==> src/rtl/hazard_ctrl.sv <==
// Hazard/stall controller: load-use, taken-branch flush, mul/div sequencing and MEM watchdog.
// Outputs are combinational (same-cycle effect); a stalled memory handshake overrides every other request.
module hazard_ctrl #(
    parameter int MC_CYCLES   = 8,
    parameter int MEM_TIMEOUT = 255
) (
    input  logic       clk_i,
    input  logic       rst_i,
    input  logic [4:0] id_read_addr1_i,
    input  logic [4:0] id_read_addr2_i,
    input  logic       id_uses_reg1_i,
    input  logic       id_uses_reg2_i,
    input  logic [4:0] ex_reg_write_addr_i,
    input  logic       ex_mem_read_ctrl_i,
    input  logic       ex_multicycle_i,
    input  logic       branch_taken_i,
    input  logic       mem_req_i,
    input  logic       mem_ready_i,
    output logic       pc_stall_o,
    output logic       if_id_stall_o,
    output logic       if_id_flush_o,
    output logic       id_ex_stall_o,
    output logic       id_ex_bubble_o,
    output logic       ex_mem_stall_o,
    output logic       ex_mem_bubble_o,
    output logic       mem_wb_bubble_o,
    output logic       mc_start_o,
    output logic       mc_busy_o,
    output logic       mem_timeout_o
);

    localparam int MCW = (MC_CYCLES > 1) ? $clog2(MC_CYCLES) : 1;
    localparam int WCW = $clog2(MEM_TIMEOUT + 1);
    localparam logic [MCW-1:0] MC_LOAD  = MCW'(MC_CYCLES - 2);
    localparam logic [WCW-1:0] WAIT_MAX = WCW'(MEM_TIMEOUT);
    localparam logic [WCW-1:0] WAIT_TRIP = WCW'(MEM_TIMEOUT - 1);

    typedef enum logic {
        RUN     = 1'b0,
        MC_BUSY = 1'b1
    } state_t;

    state_t           state_q, state_d;
    logic [MCW-1:0]   mc_cnt_q, mc_cnt_d;
    logic [WCW-1:0]   wait_cnt_q, wait_cnt_d;
    logic             timeout_q, timeout_d;

    logic mem_wait;
    logic load_use;
    logic pc_stall_c, if_id_stall_c, if_id_flush_c, id_ex_stall_c, id_ex_bubble_c;
    logic ex_mem_stall_c, ex_mem_bubble_c, mem_wb_bubble_c, mc_start_c;

    assign mem_wait = mem_req_i & ~mem_ready_i;
    assign load_use = ex_mem_read_ctrl_i & (ex_reg_write_addr_i != 5'd0) &
                      ((id_uses_reg1_i & (id_read_addr1_i == ex_reg_write_addr_i)) |
                       (id_uses_reg2_i & (id_read_addr2_i == ex_reg_write_addr_i)));

    always_comb begin
        state_d         = state_q;
        mc_cnt_d        = mc_cnt_q;
        pc_stall_c      = 1'b0;
        if_id_stall_c   = 1'b0;
        if_id_flush_c   = 1'b0;
        id_ex_stall_c   = 1'b0;
        id_ex_bubble_c  = 1'b0;
        ex_mem_stall_c  = 1'b0;
        ex_mem_bubble_c = 1'b0;
        mem_wb_bubble_c = 1'b0;
        mc_start_c      = 1'b0;

        // The mul/div countdown keeps running even while MEM holds the pipe.
        if (state_q == MC_BUSY && mc_cnt_q != '0) begin
            mc_cnt_d = mc_cnt_q - 1'b1;
        end

        if (mem_wait) begin
            pc_stall_c      = 1'b1;
            if_id_stall_c   = 1'b1;
            id_ex_stall_c   = 1'b1;
            ex_mem_stall_c  = 1'b1;
            mem_wb_bubble_c = 1'b1;
        end else if (state_q == RUN && ex_multicycle_i) begin
            mc_start_c      = 1'b1;
            pc_stall_c      = 1'b1;
            if_id_stall_c   = 1'b1;
            id_ex_stall_c   = 1'b1;
            ex_mem_bubble_c = 1'b1;
            state_d         = MC_BUSY;
            mc_cnt_d        = MC_LOAD;
        end else if (state_q == MC_BUSY && mc_cnt_q != '0) begin
            pc_stall_c      = 1'b1;
            if_id_stall_c   = 1'b1;
            id_ex_stall_c   = 1'b1;
            ex_mem_bubble_c = 1'b1;
        end else if (state_q == MC_BUSY) begin
            state_d = RUN;
        end else if (load_use) begin
            pc_stall_c     = 1'b1;
            if_id_stall_c  = 1'b1;
            id_ex_bubble_c = 1'b1;
        end else if (branch_taken_i) begin
            if_id_flush_c = 1'b1;
        end
    end

    always_comb begin
        wait_cnt_d = '0;
        if (mem_wait) begin
            wait_cnt_d = (wait_cnt_q == WAIT_MAX) ? wait_cnt_q : wait_cnt_q + 1'b1;
        end
        // Flag shows during the cycle that completes the tolerated wait count.
        timeout_d = timeout_q | (mem_wait & (wait_cnt_q >= WAIT_TRIP));
    end

    always_ff @(posedge clk_i or posedge rst_i) begin
        if (rst_i) begin
            state_q    <= RUN;
            mc_cnt_q   <= '0;
            wait_cnt_q <= '0;
            timeout_q  <= 1'b0;
        end else begin
            state_q    <= state_d;
            mc_cnt_q   <= mc_cnt_d;
            wait_cnt_q <= wait_cnt_d;
            timeout_q  <= timeout_d;
        end
    end

    assign pc_stall_o      = ~rst_i & pc_stall_c;
    assign if_id_stall_o   = ~rst_i & if_id_stall_c;
    assign if_id_flush_o   = ~rst_i & if_id_flush_c;
    assign id_ex_stall_o   = ~rst_i & id_ex_stall_c;
    assign id_ex_bubble_o  = ~rst_i & id_ex_bubble_c;
    assign ex_mem_stall_o  = ~rst_i & ex_mem_stall_c;
    assign ex_mem_bubble_o = ~rst_i & ex_mem_bubble_c;
    assign mem_wb_bubble_o = ~rst_i & mem_wb_bubble_c;
    assign mc_start_o      = ~rst_i & mc_start_c;
    assign mc_busy_o       = ~rst_i & (state_q == MC_BUSY);
    assign mem_timeout_o   = ~rst_i & timeout_d;

endmodule

==> config.mk <==
export PLATFORM = sky130hd
export DESIGN_NAME = hazard_ctrl
export DESIGN_NICKNAME = d
export VERILOG_FILES = /design/src/rtl/hazard_ctrl.sv
export SDC_FILE = /design/constraint.sdc
export NUM_CORES = 1
export LEC_CHECK = 0
export CAP_MARGIN = 20
export CORE_MARGIN = 4
export CORE_UTILIZATION = 45
export CTS_CLUSTER_SIZE = 28
export DETAILED_ROUTE_END_ITERATION = 6
export PLACE_DENSITY = 0.82
export SYNTH_ARGS = -nofsm -noshare
export SYNTH_HDL_FRONTEND = slang
export SYNTH_SLANG_ARGS = --single-unit
==> constraint.sdc <==
create_clock -name clk_i -period 2.8 [get_ports clk_i]
set_clock_uncertainty 0.1 [all_clocks]
set_input_delay 0.56 -clock clk_i [delete_from_list [all_inputs] [get_ports clk_i]]
set_output_delay 0.56 -clock clk_i [all_outputs]
set_load 0.01 [all_outputs]
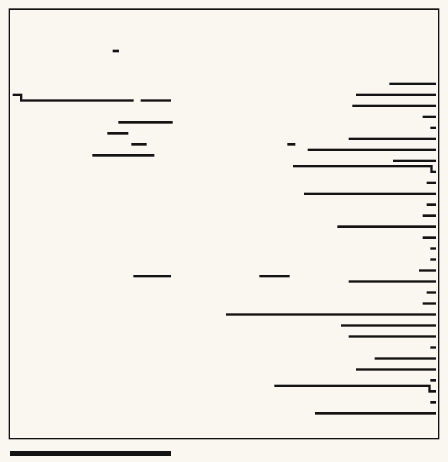
**Above:** run 1 (metal 3).
The bar under the picture is 20 µm long.
The wires run mostly horizontal. The layer holds 9.5% of the routed length. The layer carries 270 µm of wire.
WL final: 2.86 mm
Via Count: 961

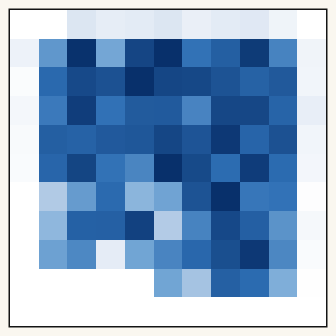
**Above:** run 1 (local utilization).
11 x 11 tiles, from white (low) to dark blue (high), 0 to 100% covered.
The emptiest ninth of the die: bottom left. 41% of the tiles are over 75% full. The fullest tile reaches 100%.
Core ar.: 0.00194 mm²
final core utilization: 73.5%
fp_density: 47.0%

==> run notes, run 1 <==
flow finished, numbers: status=completed, initial antenna violation count=0, reg2reg setup slack=0.79 ns, worst slack, placed=-0.349 ns, hold_buf cts=0, first-pass GRT wire length=4.10 mm, CTS resizes=21, grt total ovfl=0, first-iteration detailed-routing DRC count=9, vias in the first global route=944, Yosys Instances=100, tool warnings=27, DRC Markers=0, most frequent cell after synthesis=dfrtp_1, die span in x=53.0 µm, Sink Count=13, fin crit share=97.4%, Die Size=0.00281 mm², Max Cap Viol=0, Peak VDD IR=462 µV, flip-flops with a built-in enable=0, Syn-to-layout area delta=56.4%, critical path endpoint=if_id_stall_o, Post-synth ARST share=100%, f_max=367 MHz, Worst setup SP type=primary input, cell count after synthesis=100, Crit path depth=7, largest net degree at the start of global routing=14, Synth top area share=35.7%, number of port buffers=34, worst path required time=2.14 ns, # fillers=147, Critical R2R Capture=timeout_q, relative slew slack=73.8%, Final nets=177, Synth Seq Share=35.7%, worst-path maximum fanout=3, H-tree depth=1, Max Slew Vio Count=0, power per cell area=461 mW/mm², r2r worst-path depth=11, final hold viol count=0, max incr delay on CP=0.42 ns, ANT cells=0, CP top delay family=buffers and inverters, Die Y=53.0 µm, GPL Wtd Cong=0.817, crit path time final=2.73 ns, Netlist cell types=38, CP max-delay cell=clkdlybuf4s50_1, dpl cell area=0.00130 mm², area reported by Yosys stat=912 µm², CP startpoint=id_read_addr2_i[1], actual slew at the worst max-slew pin=0.393 ns, vias per cell=5.49, WL/cell=16.3 µm, Worst R2R Start=wait_cnt_q[0], Synth Register Bits=13, Hold Path Stages=1, CP bufs+invs=3, top cells by count=dfrtp_1, xor2_1, nor2_1, Top area cell types=dfrtp_1, xor2_1, ha_1, Setup CP Type=in2out, Hold WC Path Type=reg2reg, Total GRT Usage=19.8%, setup TNS=0 ns, main flop type=dfrtp_1, worst skew pair latency=0.28 ns, Leak=0.685 nW, total CTS buffers=3, post-DP HPWL=1.99 mm, share of cells above drive strength 1=22.3%, endpoints failing setup=0, postcts setup bufs=7, CTS tree=done, Synth warnings=0, # IOs=35, critical-path cell list=clkdlybuf4s50_1, xor2_1, nor4_2, a32oi_2, buf_4, o21bai_4, buf_2, Post-Syn Nets=128, clk slew on worst S/H paths=0.08 ns, Synth Cell Area=912 µm², Critical Path End Type=output port, antenna viol nets, final=0, PnR worst setup slack=0.0740 ns, syn_area_per_cell=9.12 µm², area leader, netlist=dfrtp_1, crit path DAT=2.07 ns, Max clock buf depth=2, clk root buf=clkbuf_4, iteration tally of the first detailed-router pass=4
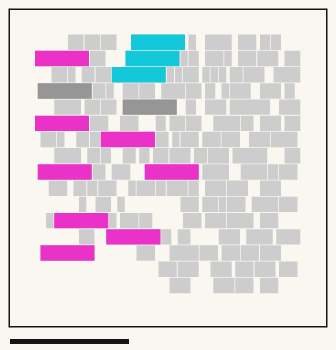
**Above:** run 1 (sequential cells grouped by signal name).
The bar under the picture is 20 µm long. Other sequential cells in the stronger grey, the rest of the logic in the fainter grey.
Key: `wait_cnt_q` = magenta [placed flops 8, where left middle]; `mc_cnt_q` = cyan [placed flops 3]
Another 2 sequential cells are not coloured.
register fraction of the total cell area: 22.8%
register area: 325 µm²

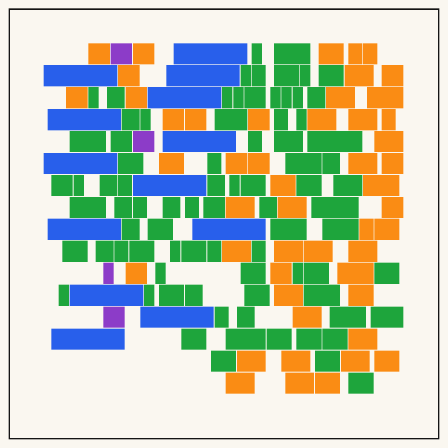
**Above:** run 1 (cells coloured by class).
Key: remaining buffers and delay cells = orange [cells 49, share of their area 31%]; remaining logic cells = green [cells 82, share of their area 44%]; clock drivers and dummy loads = purple [cells 4, share of their area 1.9%]; sequential cells = blue [cells 13, share of their area 23%]
# rows: 16
Non-Filler Cell Area, Final: 0.00143 mm²

[run 1: sequential cells by signal, indices dropped and copies added, names as in the netlist]
| register | count |
|---|---|
| wait_cnt_q | 8 |
| mc_cnt_q | 3 |
| state_q | 1 |
| timeout_q | 1 |
[run 1: cell type report]
| class | instances | area [µm²] | share of cell area, % |
|---|---|---|---|
| sequential | 13 | 325 | 22.8 |
| multi-input combinational | 76 | 587 | 41.1 |
| clock buffer | 4 | 26.3 | 1.84 |
| inverter | 6 | 22.5 | 1.58 |
| timing repair buffer | 49 | 432 | 30.3 |
| tap | 27 | 33.8 | 2.37 |
[run 1: power breakdown]
part           switching (mW)  internal [mW]
logic                   0.133          0.153
clock network          0.0601         0.0553
registers              0.0379          0.218
total                   0.231          0.426
[run 1: through the flow]
| stage | instances | util, % | power (mW) | hold WS (ns) |
|---|---|---|---|---|
| 4_1_cts | 174 | 70.7 | 0.649 | 0.428 |
| 3_5_place_dp | 163 | 67.1 | 0.540 | 0.419 |
| 6_report | 175 | 73.5 | 0.657 | 0.428 |
| 2_1_floorplan | 100 | - | 0.419 | 0.333 |
| 5_1_grt | 175 | 73.5 | 0.709 | 0.454 |
| 3_3_place_gp | 163 | 67.1 | 0.515 | 0.390 |
[run 1: worst min path at each step]
stage | slack [ns] | endpoint | start
2_1_floorplan | 0.33 | timeout_q | timeout_q
3_5_place_dp | 0.42 | wait_cnt_q[7] | wait_cnt_q[7]
3_3_place_gp | 0.39 | wait_cnt_q[7] | wait_cnt_q[7]
6_report | 0.43 | wait_cnt_q[7] | wait_cnt_q[7]
5_1_grt | 0.45 | wait_cnt_q[7] | wait_cnt_q[7]
4_1_cts | 0.43 | wait_cnt_q[7] | wait_cnt_q[7]
[run 1: layer usage]
| layer | part of all wire (%) | track usage (%) | vias up | wire (µm) |
|---|---|---|---|---|
| met5 | 0 | 0 | - | 0 |
| li1 | - | - | 459 | - |
| met3 | 9.5 | 5.35 | 8 | 270 |
| met4 | 2.0 | 9.36 | 0 | 56 |
| met1 | 42 | 21.8 | 451 | 1190 |
| met2 | 47 | 34.7 | 43 | 1340 |
[run 1: layout by cell type (no fill, tap or decap), types with 3 or more instances in the layout]
cell	n
nor2_1	7
xor2_1	9
a31oi_1	4
inv_1	6
dlymetal6s2s_1	3
dlygate4sd2_1	7
o21ai_0	6
ha_1	4
dfrtp_1	13
nand2_1	5
buf_4	15
clkbuf_4	3
clkdlybuf4s50_1	20
xnor2_1	4
nor4_2	3
[run 1: worst reg2reg max path, cell delays in order, from the launching register on]
cell and delay [ns]:
dfrtp_1 0.42, inv_1 0.06, ha_1 0.19, o2111ai_1 0.17
o21bai_1 0.10, buf_4 0.15, buf_4 0.13, buf_4 0.12
buf_4 0.12, buf_4 0.12, buf_4 0.12, buf_4 0.11
[run 1: kinds of logic (layout without fill, tap and decap cells)]
group	after synthesis	in the layout	synth area share, %
AOI/OAI and AO/OA	24	24	18.1
xor gates and xnor gates	13	13	12.5
adders and majority gates	4	4	5.49
buffers and inverters	11	59	6.31
DFF	13	13	35.7
muxes	2	2	2.33
and+or+nand+nor	33	33	19.6
**Run 1: placed standard cells**

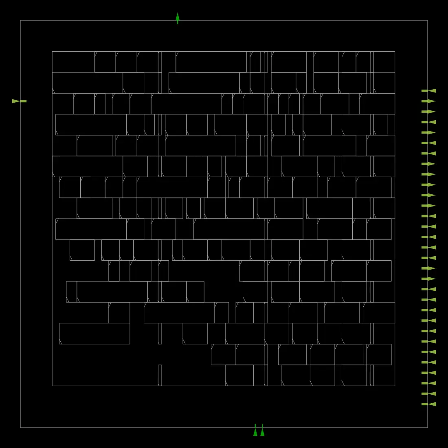

## Run 2: what changed since run 1
Settings changed: CTS_BUF_LIST set to sky130_fd_sc_hd__clkbuf_16.
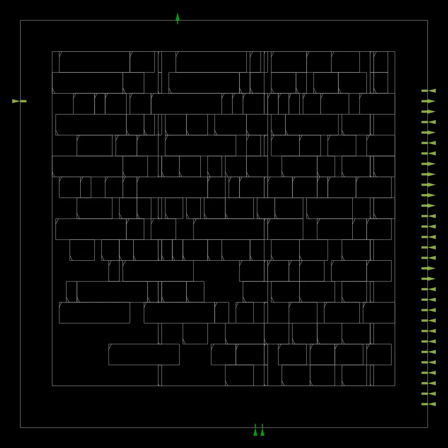
**Above:** run 2 (placed standard cells).
Tapcells: 27
flop count: 13
# fillers: 138

==> run notes, run 2 <==
flow finished, numbers: hold_ws=0.420 ns, Critical Path End Type=output port, Synth warnings=0, area reported by Yosys stat=912 µm², Final nets=177, WL/cell=16.1 µm, Post-synth ARST share=100%, actual slew at the worst max-slew pin=0.394 ns, CTS tree=done, CP startpoint=id_read_addr2_i[1], iteration tally of the first detailed-router pass=4, most frequent cell after synthesis=dfrtp_1, Post-Syn Nets=128, Flop pwr share=31.8%, relative slew slack=73.7%, total CTS buffers=3, main flop type=dfrtp_1, Yosys Instances=100, # rows=16, Gate power share=35.5%, Synth top area share=35.7%, Worst R2R Start=wait_cnt_q[0], most numerous logic cell after layout=clkdlybuf4s50_1, Max Cap Viol=0, Total GRT Usage=20.1%, hold wc startpoint=wait_cnt_q[7], first-pass GRT wire length=4.08 mm, Setup CP Type=in2out, worst skew pair latency=0.24 ns, H-tree depth=1, largest net degree at the start of global routing=14, Net Switching=249 µW, GPL Wtd Cong=0.817, Die Y=53.0 µm, cell count after synthesis=100, Pint=561 µW, grt total ovfl=0, die span in x=53.0 µm, crit path time final=2.74 ns, Largest register FFs=8, setup TNS=0 ns, Syn-to-layout area delta=62.7%, f_max=365 MHz, clk root buf=clkbuf_16, ANT cells=0, clk slew on worst S/H paths=0.04 ns, Top area cell types=dfrtp_1, xor2_1, ha_1, initial antenna violation count=0, Hold WC Path Type=reg2reg, Via Count=961, fin crit share=97.8%, Sink Count=13, fp_density=47.0%, Die Size=0.00281 mm², Top Registers=wait_cnt_q x8, mc_cnt_q x3, post-DP HPWL=1.99 mm, tool warnings=27, status=completed, DP Cell Count=163, Synth Register Bits=13, vias per cell=5.49, area leader, netlist=dfrtp_1, Final Non-Filler Cells=175, Leak=0.712 nW, top cells by count=dfrtp_1, xor2_1, nor2_1, WL final=2.82 mm, number of port buffers=34, antenna viol nets, final=0, syn_area_per_cell=9.12 µm², final hold viol count=0, DRC Markers=0, Max clock buf depth=2, Core ar.=0.00194 mm², power per cell area=546 mW/mm², share of cells above drive strength 1=21.6%, clock power share=32.7%, endpoints failing setup=0, Synth Cell Area=912 µm²
## run 2: final cells by class
cell class	instances	area [µm²]	area share, %
clock inverter	1	3.75	0.253
multi-input combinational	76	587	39.5
clock buffer	3	75.1	5.06
timing repair buffer	49	437	29.4
sequential	13	325	21.9
inverter	6	22.5	1.52
tap	27	33.8	2.28
## run 2: critical path, cell delays in order
cell	delay [ns]
clkdlybuf4s50_1	0.42
xor2_1	0.15
nor4_2	0.31
a32oi_2	0.18
o211a_1	0.23
clkdlybuf4s15_1	0.23
## run 2: power groups by stage
stage                     clock network [mW]  logic (mW)  registers (mW)
after global placement                     0       0.259           0.256
after CTS                              0.270       0.275           0.255
after floorplan                            0       0.178           0.241
after detailed placement                   0       0.282           0.258
after global routing                   0.275       0.322           0.264
final                                  0.265       0.288           0.258
## run 2: logic make-up (layout without fill, tap and decap cells)
family / Yosys count / after routing / share of synthesized area, %
simple gates: 33 / 33 / 19.6
mux: 2 / 2 / 2.33
compound gates: 24 / 24 / 18.1
flops: 13 / 13 / 35.7
fa+ha+maj: 4 / 4 / 5.49
buf+inv: 11 / 59 / 6.31
xor+xnor: 13 / 13 / 12.5
## run 2: final timing paths
path | to | slack [ns] | depth (start not counted)
worst min register to register | wait_cnt_q[7] | 0.42 | 1
max in group asynchronous | mc_cnt_q[1] | 1.65 | 4
min in group asynchronous | wait_cnt_q[4] | 0.79 | 4
worst max register to register | timeout_q | 0.83 | 11
worst max-delay path | if_id_flush_o | 0.06 | 6
worst min-delay path | wait_cnt_q[7] | 0.42 | 1
## run 2: metal layers
layer	share of wire, %	routed length [µm]	GRT usage, %	vias to the layer above
met4	3.3	92	11.5	0
li1	-	-	-	459
met3	9.4	265	5.35	9
met1	41	1150	21.7	452
met5	0	0	0	-
met2	46	1310	34.9	41
## run 2: per-stage QoR
| step | util, % | power (mW) | setup slack (ns) | area [µm²] |
|---|---|---|---|---|
| after floorplan | - | 0.419 | 0.504 | 912 |
| after global placement | 67.1 | 0.515 | -0.317 | 1300 |
| after detailed placement | 67.1 | 0.540 | -0.349 | 1300 |
| after CTS | 73.5 | 0.801 | 0.0138 | 1430 |
| after global routing | 76.4 | 0.861 | -0.0251 | 1480 |
| final | 76.4 | 0.810 | 0.0626 | 1480 |
## run 2: what timing repair did
action / CTS / global route
buffers inserted: 7 / 1
pin swaps: 5 / 2
gates resized: 21 / 12
endpoints found under the setup margin: 7 / 8
Power figures rest on the tool's default switching activity, not on a simulated workload.
